Wiring by layer:
Scale bar: 20 um.
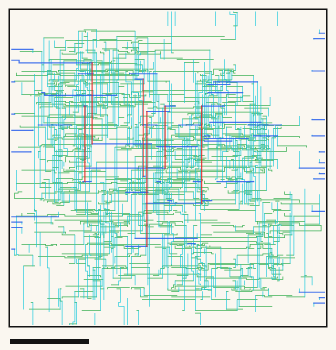
Gate-type map:
Scale bar: 20 um.
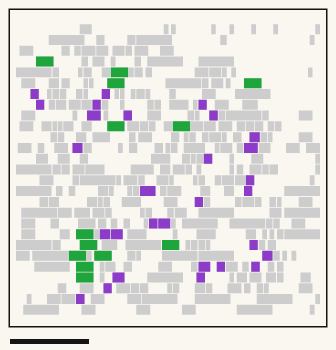
Where the registers sit:
Scale bar: 20 um.
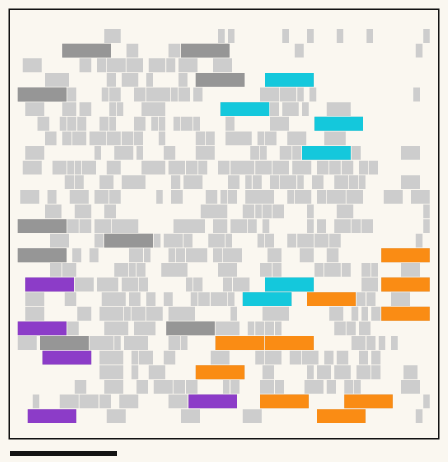
==> config.mk <==
export PLATFORM = sky130hd
export DESIGN_NAME = chrono_core
export DESIGN_NICKNAME = d
export VERILOG_FILES = /design/src/rtl/chrono_core.sv
export SDC_FILE = /design/constraint.sdc
export NUM_CORES = 1
export LEC_CHECK = 0
export CORE_MARGIN = 1
export CORE_UTILIZATION = 45
export DETAILED_ROUTE_END_ITERATION = 12
export PLACE_DENSITY_LB_ADDON = 0.1
export SLEW_MARGIN = 25
export SYNTH_ARGS = -nofsm -noshare
export SYNTH_HDL_FRONTEND = slang
export SYNTH_SLANG_ARGS = --single-unit
==> constraint.sdc <==
create_clock -name clk -period 5.6 [get_ports clk]
set_clock_uncertainty 0.1 [all_clocks]
set_input_delay 0.84 -clock clk [delete_from_list [all_inputs] [get_ports clk]]
set_output_delay 0.84 -clock clk [all_outputs]
set_load 0.02 [all_outputs]
==> src/rtl/chrono_core.sv <==
// chrono_core: countdown timer / stopwatch with lap buffer; lap storage is built only with CHRONO_LAP_EN defined.
module chrono_core #(
  parameter int TICKS_PER_SEC = 1000,
  parameter int MAX_MIN = 59,
  parameter int LAP_DEPTH = 4,
  localparam int MW = $clog2(MAX_MIN + 1),
  localparam int LW = $clog2(LAP_DEPTH),
  localparam int TW = $clog2(TICKS_PER_SEC)
) (
  input  logic          clk,
  input  logic          rst_n,
  input  logic          en,
  input  logic          tick,
  input  logic          mode,
  input  logic          start,
  input  logic          stop,
  input  logic          clear,
  input  logic          inc_min,
  input  logic          inc_sec,
  input  logic          lap,
  input  logic          inc,
  input  logic [LW-1:0] lap_sel,
  output logic [MW-1:0] minutes,
  output logic [5:0]    seconds,
  output logic          running,
  output logic          blink,
  output logic          expired,
  output logic [MW-1:0] lap_minutes,
  output logic [5:0]    lap_seconds,
  output logic [LW:0]   lap_count
);
  typedef enum logic [1:0] {IDLE, RUN, PAUSED, EXPIRED} state_t;
  state_t        state_q, state_d;
  logic [MW-1:0] min_q, min_d;
  logic [5:0]    sec_q, sec_d;
  logic [TW-1:0] sub_q, sub_d;
  logic          mode_q, mode_d;
  logic [4:0]    btn_q, btn_d, edg;
  logic          lap_raw;
  logic          clr_e, stp_e, sta_e, imin_e, isec_e, step;
  logic [MW-1:0] min_up, min_dn;
  logic [5:0]    sec_up, sec_dn;
  assign btn_d  = {clear, stop, start, inc_min, inc_sec};
  assign edg    = btn_d & ~btn_q;
  // Only the highest-priority edge acts, even when that command is ignored in the current state.
  assign clr_e  = en & edg[4];
  assign stp_e  = en & edg[3] & ~edg[4];
  assign sta_e  = en & edg[2] & ~|edg[4:3];
  assign imin_e = en & edg[1] & ~|edg[4:2] & ~lap_raw;
  assign isec_e = en & edg[0] & ~|edg[4:1] & ~lap_raw;
  assign step   = en & tick & (state_q == RUN) & ~clr_e & ~stp_e;
  assign min_up = (min_q == MW'(MAX_MIN)) ? '0 : min_q + 1'b1;
  assign min_dn = (min_q == '0) ? MW'(MAX_MIN) : min_q - 1'b1;
  assign sec_up = (sec_q == 6'd59) ? 6'd0 : sec_q + 1'b1;
  assign sec_dn = (sec_q == 6'd0) ? 6'd59 : sec_q - 1'b1;
  always_comb begin
    state_d = state_q;
    min_d   = min_q;
    sec_d   = sec_q;
    sub_d   = sub_q;
    mode_d  = mode_q;
    if (clr_e) begin
      state_d = IDLE;
      min_d   = '0;
      sec_d   = '0;
      sub_d   = '0;
    end else if (stp_e) begin
      state_d = (state_q == RUN) ? PAUSED : (state_q == EXPIRED) ? IDLE : state_q;
    end else if (sta_e) begin
      if (state_q == IDLE && (mode || min_q != '0 || sec_q != 6'd0)) begin
        state_d = RUN;
        mode_d  = mode;
        sub_d   = '0;
      end else if (state_q == PAUSED) begin
        state_d = RUN;
      end
    end else if ((imin_e || isec_e) && (state_q == IDLE || state_q == PAUSED)) begin
      min_d = imin_e ? (inc ? min_up : min_dn) : min_q;
      sec_d = isec_e ? (inc ? sec_up : sec_dn) : sec_q;
    end
    if (step) begin
      sub_d = (sub_q == TW'(TICKS_PER_SEC - 1)) ? '0 : sub_q + 1'b1;
      if (sub_q == TW'(TICKS_PER_SEC - 1)) begin
        if (!mode_q) begin
          // A step landing on (or starting from) 00:00 expires rather than underflowing.
          if (min_q == '0 && sec_q <= 6'd1) begin
            sec_d   = 6'd0;
            state_d = EXPIRED;
          end else begin
            sec_d = sec_dn;
            min_d = (sec_q == 6'd0) ? min_q - 1'b1 : min_q;
          end
        end else if (min_q == MW'(MAX_MIN) && sec_q == 6'd59) begin
          state_d = PAUSED;
        end else begin
          sec_d = sec_up;
          min_d = (sec_q == 6'd59) ? min_q + 1'b1 : min_q;
        end
      end
    end
  end
  always_ff @(posedge clk or negedge rst_n) begin
    if (!rst_n) begin
      state_q <= IDLE;
      min_q   <= '0;
      sec_q   <= '0;
      sub_q   <= '0;
      mode_q  <= 1'b0;
      btn_q   <= '0;
    end else begin
      btn_q <= btn_d;
      if (en) begin
        state_q <= state_d;
        min_q   <= min_d;
        sec_q   <= sec_d;
        sub_q   <= sub_d;
        mode_q  <= mode_d;
      end
    end
  end
  assign minutes = min_q;
  assign seconds = sec_q;
  assign running = state_q == RUN;
  assign blink   = state_q == PAUSED || state_q == EXPIRED;
  assign expired = state_q == EXPIRED;
`ifdef CHRONO_LAP_EN
  logic          lap_q, lap_e;
  logic [MW+5:0] mem_q [LAP_DEPTH];
  logic [MW+5:0] mem_d [LAP_DEPTH];
  logic [LW-1:0] wr_q, wr_d, rd_idx;
  logic [LW:0]   cnt_q, cnt_d;
  logic [MW-1:0] lmin_q, lmin_d;
  logic [5:0]    lsec_q, lsec_d;
  assign lap_raw = lap & ~lap_q;
  assign lap_e   = en & lap_raw & ~|edg[4:2];
  // Newest entry sits just behind the write pointer.
  assign rd_idx  = wr_q - 1'b1 - lap_sel;
  always_comb begin
    mem_d  = mem_q;
    wr_d   = wr_q;
    cnt_d  = cnt_q;
    lmin_d = lmin_q;
    lsec_d = lsec_q;
    if (clr_e) begin
      wr_d  = '0;
      cnt_d = '0;
    end else if (lap_e && state_q == RUN && mode_q) begin
      mem_d[wr_q] = {min_q, sec_q};
      wr_d        = wr_q + 1'b1;
      cnt_d       = (cnt_q == (LW+1)'(LAP_DEPTH)) ? cnt_q : cnt_q + 1'b1;
    end
    if (en) {lmin_d, lsec_d} = ({1'b0, lap_sel} < cnt_q) ? mem_q[rd_idx] : '0;
  end
  always_ff @(posedge clk or negedge rst_n) begin
    if (!rst_n) begin
      lap_q  <= 1'b0;
      wr_q   <= '0;
      cnt_q  <= '0;
      lmin_q <= '0;
      lsec_q <= '0;
      for (int i = 0; i < LAP_DEPTH; i++) mem_q[i] <= '0;
    end else begin
      lap_q <= lap;
      if (en) begin
        wr_q   <= wr_d;
        cnt_q  <= cnt_d;
        lmin_q <= lmin_d;
        lsec_q <= lsec_d;
        mem_q  <= mem_d;
      end
    end
  end
  assign lap_minutes = lmin_q;
  assign lap_seconds = lsec_q;
  assign lap_count   = cnt_q;
`else
  logic unused_lap;
  assign lap_raw     = 1'b0;
  assign unused_lap  = ^{lap, lap_sel};
  assign lap_minutes = '0;
  assign lap_seconds = '0;
  assign lap_count   = '0;
`endif
endmodule
==> impl_metrics.ini <==
; generated from flow reports
[logic_synthesis]
netlist_area_um2 = 2713
yosys_warnings = 0
synth.area.mux_share_pct = 4.197
ff_type = dfrtp_1
compound_area_share_pct = 27.31
ys_sh_xor_pct = 1.937
synthArstFlopShare_pct = 100.0
syn_area_per_cell_um2 = 8.122
synthAdderAreaFrac_pct = 5.996
ys.flops = 30
ys_cells = 334
syn_inst = 334
edf_count = 0
ys_top_logic_family = AND-OR/OR-AND gates
yosysUniqueCellTypes = 68

[route]
drt-total-wl_um = 6923
viasPerCell = 6.169
drtPass1Iterations = 5
wl_per_cell_um = 16.52
drc = 0
antenna_left = 0
drtIter0Drc = 182

[setup_path]
crit_required_ns = 5.69
cp.depth = 8
r2r_start = seconds[0]
path_cells = inv_1, ha_1, or2_2, a41oi_1, a21oi_1, o21ai_1, a31oi_1, o221ai_1
critPathKind = reg -> reg
critPathBufInv = 1
cp_slowest_cell = dfrtp_1
critPathMaxFanout = 8
r2r-end = minutes[2]
cp-startpoint = seconds[0]
r2r_slack_ns = 2.54
cp-end-kind = flip-flop
critPathCapture = minutes[2]
arrival_ns = 3.16

[clocking]
cts_tree = yes
cts-resized-gates = 0
cts_sinks = 30
htree_num_levels = 2
cts_made_buffers = 5
cts_setup_buffers = 0
cts_root_buf = clkbuf_8
path_clk_slew_ns = 0.08
clk_latency_ns = 0.29

[placed_design]
io_buffer_count = 25
placed_cells = 411
placed_area_um2 = 2918
gp_congestion = 0.8708

[global_routing]
grt_antenna_before_repair = 0
grt-ovfl-total = 0
grt_pass1_vias = 2418
grt_pass1_wl_um = 11740
grt_max_degree = 31
gr-usage-all-layers_pct = 23.51

[layout]
fillers = 561
lay_top_count = dfrtp_1
flop_area_um2 = 750.7
n_antenna_cell = 0
drive_gt1_share_pct = 8.646
final_area_um2 = 3008
lay_top_cells = 30 x dfrtp_1, 27 x nand2_1, 26 x o21ai_0
final_nets = 373

[final_timing]
finalHoldViolations = 0
fin_tns_setup_ns = 0
max_freq_ghz = 0.3263
finalCriticalPeriod_ns = 3.064
setup_viol = 0
finalMaxSlewViolations = 0
rsz0062_at_grt = false
worst_slew_pin_slew_ns = 0.9826

[die]
die_w_um = 79.64
core_area_um2 = 5642
die_area_um2 = 6343
io-pin-count = 44
fp_util_pct = 48.08
die-height_um = 79.64
placementRows = 27

[job]
warning_count = 38
cap_violations = 0

[status]
status = finished clean

[power]
pwr_density_cell_nw_per_um2 = 220.0

[hold_path]
hold_class = reg -> reg
## Picture notes: 'wiring by layer'
| color | layer | wire length |
|---|---|---|
| red | met4 | 138 um |
| cyan | met2 | 3,170 um |
| blue | met3 | 335 um |
| green | met1 | 3,280 um |

## Picture notes: 'gate-type map'
| color | family | cells |
|---|---|---|
| green | adder and majority cells | 13 |
| purple | AND and OR gates | 29 |

## Picture notes: 'where the registers sit'
| color | netlist name | flops |
|---|---|---|
| purple | btn_q | 5 |
| cyan | minutes | 6 |
| orange | sub_q | 10 |
not colored: 9

-- synthesized netlist by cell type (all sizes together), types with 9 or more instances --
cell type | instances | area [um^2]
a21oi | 22 | 110.1
a31oi | 11 | 68.82
buf | 21 | 146.4
clkbuf | 15 | 56.30
dfrtp | 30 | 750.7
ha | 13 | 162.7
inv | 14 | 52.55
nand2 | 27 | 101.4
nand3 | 13 | 70.07
nor2 | 15 | 56.30
o21ai | 28 | 140.1
o22ai | 9 | 56.30
-- metrics by stage --
| step | power (mW) | hold slack, ns | setup slack, ns | utilization [%] |
|---|---|---|---|---|
| 2_1_floorplan | 0.4123 | 0.3643 | 2.955 | - |
| 3_3_place_gp | 0.4653 | 0.4006 | 2.076 | 51.72 |
| 3_5_place_dp | 0.4692 | 0.4053 | 2.078 | 51.72 |
| 4_1_cts | 0.6628 | 0.4151 | 2.373 | 53.40 |
| 5_1_grt | 0.7009 | 0.4710 | 2.288 | 53.32 |
| 6_report | 0.6618 | 0.4130 | 2.536 | 53.32 |
-- worst min-delay path by stage --
| stage | start | slack [ns] | depth (start not counted) | to |
|---|---|---|---|---|
| 2_1_floorplan | sub_q[3] | 0.36 | 1 | sub_q[3] |
| 3_3_place_gp | sub_q[3] | 0.40 | 1 | sub_q[3] |
| 3_5_place_dp | sub_q[3] | 0.41 | 1 | sub_q[3] |
| 4_1_cts | sub_q[3] | 0.42 | 1 | sub_q[3] |
| 5_1_grt | sub_q[7] | 0.47 | 1 | sub_q[7] |
| 6_report | sub_q[3] | 0.41 | 1 | sub_q[3] |
-- per-layer routing --
layer / vias up / GRT usage [%] / share of wire [%]
li1: 1253 / - / -
met5: - / 0 / 0
met3: 12 / 4.000 / 4.8
met1: 1231 / 32.06 / 47
met2: 89 / 36.92 / 46
met4: 0 / 8.727 / 2.0
-- cells by family (layout without fill, tap and decap cells) --
logic type,count (synthesis),count (layout)
AND-OR/OR-AND,113,113
AND/OR/NAND/NOR,110,110
flip-flops,30,30
buffers and inverters,50,49
XOR/XNOR,6,6
adder cells (fa/ha/maj),13,13
multiplexers,11,11
other,1,15
-- cell type report --
class	instances	share of cell area [%]
Multi-Input combinational cell	268	58.49
Sequential cell	30	24.96
Timing Repair Buffer	27	8.652
Tap cell	72	2.995
Clock buffer	6	2.745
Inverter	14	1.747
Clock inverter	2	0.4160
-- report_power, final --
group	internal (mW)	switching, mW	total, mW	leakage (nW)
Clock	0.0989	0.0960	0.195	0.0472
Combinational	0.0880	0.122	0.210	0.775
Sequential	0.230	0.0275	0.257	0.391
Total	0.416	0.245	0.662	1.21
-- state kept, by name, summed over array words and instances (netlist names) --
signal,flops
sub_q,10
minutes,6
seconds,6
btn_q,5
state_q,2
mode_q,1
-- worst reg2reg max path, cell delays in order, from the launching register on --
cell and delay (ns):
dfrtp_1 0.51, inv_1 0.15, ha_1 0.28, or2_2 0.31
a41oi_1 0.50, a21oi_1 0.23, o21ai_1 0.51, a31oi_1 0.13
o221ai_1 0.24
Power and IR drop assume default switching activity.
